File: config.mk
export PLATFORM = sky130hd
export DESIGN_NAME = bcd_reaction_counter
export DESIGN_NICKNAME = d
export VERILOG_FILES = /design/src/rtl/game_pkg.sv /design/src/rtl/bcd_digit.sv /design/src/rtl/bcd_reaction_counter.sv
export SDC_FILE = /design/constraint.sdc
export NUM_CORES = 1
export LEC_CHECK = 0
export CORE_ASPECT_RATIO = 1.5
export CORE_UTILIZATION = 30
export DETAILED_ROUTE_END_ITERATION = 8
export RECOVER_POWER = 25
export SETUP_SLACK_MARGIN = 0.4
export SKIP_LAST_GASP = 1
export SLEW_MARGIN = 20
export SYNTH_ARGS = -nofsm -noshare
export SYNTH_HDL_FRONTEND = slang
export SYNTH_SLANG_ARGS = --single-unit
File: constraint.sdc
create_clock -name Clk -period 2.7 [get_ports Clk]
set_input_delay 0.27 -clock Clk [delete_from_list [all_inputs] [get_ports Clk]]
set_output_delay 0.27 -clock Clk [all_outputs]
set_load 0.03 [all_outputs]
File: src/rtl/game_pkg.sv
// game_pkg
// Shared definitions for the reaction-game datapath. Both this elapsed-time
// counter and the downstream BCD decoder use these constants.
//   - game_state_t : encoding of the 2-bit game FSM state bus
//   - bcd_t        : one 4-bit BCD digit
//   - BCD_MAX      : largest legal BCD digit value
package game_pkg;

    typedef enum logic [1:0] {
        ST_IDLE = 2'b00,
        ST_ARM  = 2'b01,
        ST_RUN  = 2'b10,
        ST_STOP = 2'b11
    } game_state_t;

    typedef logic [3:0] bcd_t;

    localparam bcd_t BCD_MAX = 4'd9;

endpackage

File: src/rtl/bcd_digit.sv
// bcd_digit
// One decade (0-9) counter stage of the elapsed-time chain.
// Ports:
//   clk       in  1  clock, rising edge
//   rst_n     in  1  asynchronous active-low reset, clears q
//   clr       in  1  synchronous clear, wins over counting
//   hold      in  1  suppresses the increment while still reporting carry
//   en        in  1  count enable / carry in from the less significant digit
//   q         out 4  BCD digit value, always 0-9
//   carry_out out 1  en & (q == 9): this digit wraps on the current tick
module bcd_digit
    import game_pkg::*;
(
    input  logic       clk,
    input  logic       rst_n,
    input  logic       clr,
    input  logic       hold,
    input  logic       en,
    output logic [3:0] q,
    output logic       carry_out
);

    // Carry is purely combinational so the whole chain settles within one
    // cycle; it ignores hold so the top can detect "all nines" through it.
    assign carry_out = en && (q == BCD_MAX);

    // Only ever loads 0 or q+1 with q<9, so values above 9 cannot arise.
    always_ff @(posedge clk or negedge rst_n) begin
        if (!rst_n) begin
            q <= '0;
        end else if (clr) begin
            q <= '0;
        end else if (en && !hold) begin
            q <= (q == BCD_MAX) ? 4'd0 : 4'(q + 4'd1);
        end
    end

endmodule

File: src/rtl/bcd_reaction_counter.sv
// bcd_reaction_counter
// Four-digit BCD elapsed-time counter (s.tenths hundredths ms) for the
// reaction game. Counts 1 ms ticks while the game FSM is counting, freezes
// when stopped or idle, and clears while armed.
// Parameters:
//   TICK_DIV  clock cycles per 1 ms tick (>= 2)
//   PW        prescaler width, 2**PW > TICK_DIV
// Ports:
//   Clk      in  1  system clock
//   Resetn   in  1  asynchronous active-low reset
//   state    in  2  game FSM state (00 idle, 01 armed, 10 counting, 11 stopped)
//   S        out 4  seconds digit
//   tS       out 4  tenths digit
//   hS       out 4  hundredths digit
//   mS       out 4  milliseconds digit
//   running  out 1  registered "counting" indicator
//   ovf      out 1  saturation flag
// Build option:
//   SAT_COUNTER_EN  defined: 9.999 saturates and sets a sticky ovf.
//                   undefined: 9.999 wraps to 0.000 and ovf is tied low.
module bcd_reaction_counter
    import game_pkg::*;
#(
    parameter int TICK_DIV = 50000,
    parameter int PW       = 16
) (
    input  logic       Clk,
    input  logic       Resetn,
    input  logic [1:0] state,
    output logic [3:0] S,
    output logic [3:0] tS,
    output logic [3:0] hS,
    output logic [3:0] mS,
    output logic       running,
    output logic       ovf
);

`ifdef SAT_COUNTER_EN
    localparam logic SAT_ON = 1'b1;
`else
    localparam logic SAT_ON = 1'b0;
`endif

    localparam logic [PW-1:0] TICK_LAST = PW'(TICK_DIV - 1);

    game_state_t   cur_state;
    logic          is_run;
    logic          is_arm;
    logic [PW-1:0] prescaler;
    logic          tick;
    logic          freeze;
    logic          ms_carry;
    logic          hs_carry;
    logic          ts_carry;
    logic          s_carry;
    bcd_t          ms_q;
    bcd_t          hs_q;
    bcd_t          ts_q;
    bcd_t          s_q;

    assign cur_state = game_state_t'(state);
    assign is_run    = (cur_state == ST_RUN);
    assign is_arm    = (cur_state == ST_ARM);

    // Tick is gated by the sampled state, so a tick landing on the edge
    // where the state has already become "stopped" is dropped.
    assign tick = is_run && (prescaler == TICK_LAST);

    // Prescaler runs only while counting; in idle/stopped it keeps its
    // partial count so a direct stop->run resumes mid-millisecond.
    always_ff @(posedge Clk or negedge Resetn) begin
        if (!Resetn) begin
            prescaler <= '0;
        end else if (is_arm) begin
            prescaler <= '0;
        end else if (is_run) begin
            prescaler <= tick ? '0 : PW'(prescaler + 1'b1);
        end
    end

    // running is one edge late relative to the state input by design.
    always_ff @(posedge Clk or negedge Resetn) begin
        if (!Resetn) begin
            running <= 1'b0;
        end else begin
            running <= is_run;
        end
    end

    // s_carry means "9.999 and a tick is arriving"; in saturating builds
    // that blocks every digit so the display sticks at 9.999.
    assign freeze = SAT_ON && s_carry;

    bcd_digit u_ms (
        .clk       (Clk),
        .rst_n     (Resetn),
        .clr       (is_arm),
        .hold      (freeze),
        .en        (tick),
        .q         (ms_q),
        .carry_out (ms_carry)
    );

    bcd_digit u_hs (
        .clk       (Clk),
        .rst_n     (Resetn),
        .clr       (is_arm),
        .hold      (freeze),
        .en        (ms_carry),
        .q         (hs_q),
        .carry_out (hs_carry)
    );

    bcd_digit u_ts (
        .clk       (Clk),
        .rst_n     (Resetn),
        .clr       (is_arm),
        .hold      (freeze),
        .en        (hs_carry),
        .q         (ts_q),
        .carry_out (ts_carry)
    );

    bcd_digit u_s (
        .clk       (Clk),
        .rst_n     (Resetn),
        .clr       (is_arm),
        .hold      (freeze),
        .en        (ts_carry),
        .q         (s_q),
        .carry_out (s_carry)
    );

    assign mS = ms_q;
    assign hS = hs_q;
    assign tS = ts_q;
    assign S  = s_q;

`ifdef SAT_COUNTER_EN
    logic ovf_q;

    // Sticky until the next arm or reset.
    always_ff @(posedge Clk or negedge Resetn) begin
        if (!Resetn) begin
            ovf_q <= 1'b0;
        end else if (is_arm) begin
            ovf_q <= 1'b0;
        end else if (freeze) begin
            ovf_q <= 1'b1;
        end
    end

    assign ovf = ovf_q;
`else
    assign ovf = 1'b0;
`endif

endmodule

PDN straps and rails:
Pins as bars on the die edge.
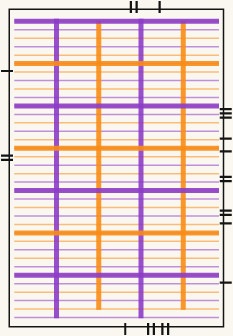
- purple: VSS
- orange: VDD
- met1 rails: 36
- met4 straps: 4
- signal pins: 22

Clock routing:
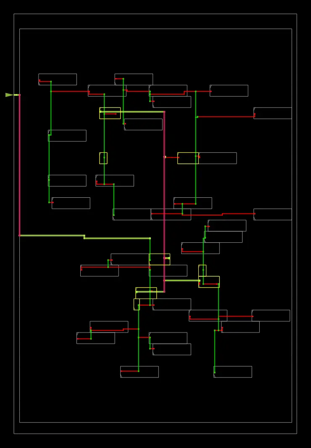
number of flip-flops and latches: 33
clock network power: 363 µW
insertion delay of the later-clocked pin in the worst-skew pair: 290 ps

-- per-layer routing --
metal | GRT usage (%) | part of all wire (%)
met5 | 0 | 0
met4 | 6.73 | 1.7
met3 | 2.82 | 2.0
met2 | 24.4 | 52
met1 | 17.7 | 45
-- state kept, by name (all words and copies together), names as in the netlist --
name,count
prescaler,16
u_ts.q,4
u_hs.q,4
running,1
u_s.q,4
u_ms.q,4
-- where the power goes --
part | leakage (nW) | switching, mW | internal, mW | total (mW)
logic | 0.453 | 0.0999 | 0.0749 | 0.175
registers | 0.445 | 0.0586 | 0.537 | 0.596
clock network | 0.0450 | 0.185 | 0.179 | 0.363
total | 0.942 | 0.343 | 0.791 | 1.13
==> results.cfg <==
; flow metrics
[status]
outcome = completed

[timing]
clock.fmax_ghz = 0.451
post-route-worst-setup-slack_ps = 482
finalHoldWorstSlack_ps = 466
hold_violations = 0
final.period_utilization_pct = 82.1
rsz0062_at_grt = true
finalClockSkew_ps = 10.7
finalMaxSlewViolations = 0
fin_setup_tns_ps = 0
fin_crit_ps = 2220

[worst_setup_path]
startpoint = prescaler[13]
regToRegStartpoint = prescaler[13]
crit_family = simple AND/OR/NAND/NOR gates
path_cells = or4b_4, or3_4, or4_1, a31oi_1
critical_path_required_ps = 2900
cp_num_buf_inv = 0
cp.arrival_ps = 2420
setup.reg_to_reg.worst_slack_ps = 480
cp_num_cells = 4
critical-path-max-stage-delay_ps = 590
crit_path_end = u_hs.q[3]
cp_slowest_cell = or4b_4
worst-path-max-fanout = 6
critical_path.startpoint_type = flip-flop
r2r.worst_path.cells = 4
worst_path_class_setup = flip-flop to flip-flop
crit-reg2reg-capture = u_hs.q[3]
endpoint_kind = flip-flop

[final_layout]
final-instance-count-excl-fill = 316
seqAreaFraction_pct = 34.9
non_clock_buffer_count = 25
post-route-util_pct = 37.8
buf_share_pct = 10.0
area_share_clock_buf_inv_pct = 3.49
comb_area_share_pct = 45.3
design.final.nets = 256
layout_top_cell = dfrtp_1
biggestCellCategory = combinational gates
n_antenna_cell = 0
non_clock_inverter_count = 15
layout.area.comb_um2 = 1070
drive_above_1_share_pct = 8.68
syn_to_final_growth_pct = 19.5
clock_buffer_cells = 6
layout.cells.most_common_list = 32 x dfrtp_1, 21 x a21oi_1, 19 x clkdlybuf4s50_1, 15 x inv_1, 14 x o21ai_0
final_cell_area_um2 = 2370
num-fill-cells = 666

[placement]
port_buffers = 20
place_congestion = 0.769
post-dp-hpwl_um = 3080
placement.setup.worst_slack_ps = 302
numPlacedInstances = 306
placedInstanceArea_um2 = 2260

[logic_synthesis]
synthXorXnorAreaFrac_pct = 3.98
synth_seq_share_pct = 41.7
post_synth_simple_gate_area_pct = 25.7
number_of_synthesized_flops_with_an_enable_pin = 0
synthesis.nets = 232
synth_compound_gate_area_share_pct = 15.2
synth_cell_type_count = 42
mux_share_pct = 1.01
netlist_top_cells_count = 33 x dfrtp_1, 21 x a21oi_1, 15 x inv_1, 14 x o21ai_0
synthCells = 217
yosys_stat_chip_area_um2 = 1980
yosys-top-cells-area = dfrtp_1 42%, ha_1 6.9%, a21oi_1 5.3%
synth.comb.largest_family = simple AND/OR/NAND/NOR gates
synth_largest_type_area_fraction_pct = 41.7
ff_type = dfrtp_1
syn-mean-instance-area_um2 = 9.13
post_synth_instance_area_um2 = 1980
ys_sh_adder_pct = 6.94
synth-seq-cells = 33
synthesis.yosys.warnings = 0
ys_async_sr_fraction_pct = 100
netlist.top_cell.by_instances = dfrtp_1

[die]
floorplan.io_pins = 22
die-height_um = 102
die_outline_area_um2 = 6940
core_util_floorplan_pct = 31.6
die-width_um = 68.4
num_rows = 35
core_area_um2 = 6260
tap_cells = 74

[clocking]
cts_resized = 1
num_cts_buffers = 5
tritoncts = done
cts_hold_buf = 0
root_buffer = clkbuf_8
count_of_h_tree_levels_built_during_cts = 2
clk_pin_slew_worst_paths_ps = 70

[global_route]
grt_pass1_wl_um = 7710
grt_start_max_net_pins = 34
antenna_found_initial = 0
grt-ovfl-total = 0
track_usage_pct = 14.6
first_global_vias = 1641

[job]
max_cap_violations = 0

[worst_hold_path]
min_path_type = primary input to asynchronous set/reset pin

[routing]
detail_route.drc_violations = 0
detailedRoute.firstIterationViolations = 86
vias_per_cell = 5.40
vias = 1706
routed_wire_length_per_instance_um = 14.5
totalWireLength_um = 4570
detail-route-antenna-nets = 0
first_pass_iters = 4

[power]
vdd_ir_max_mv = 0.215
fin_total_pwr_mw = 1.13
power.density_cell_area_nw_per_um2 = 479
power_leakage_nw = 0.942
Power is estimated from default activity; no workload was simulated.
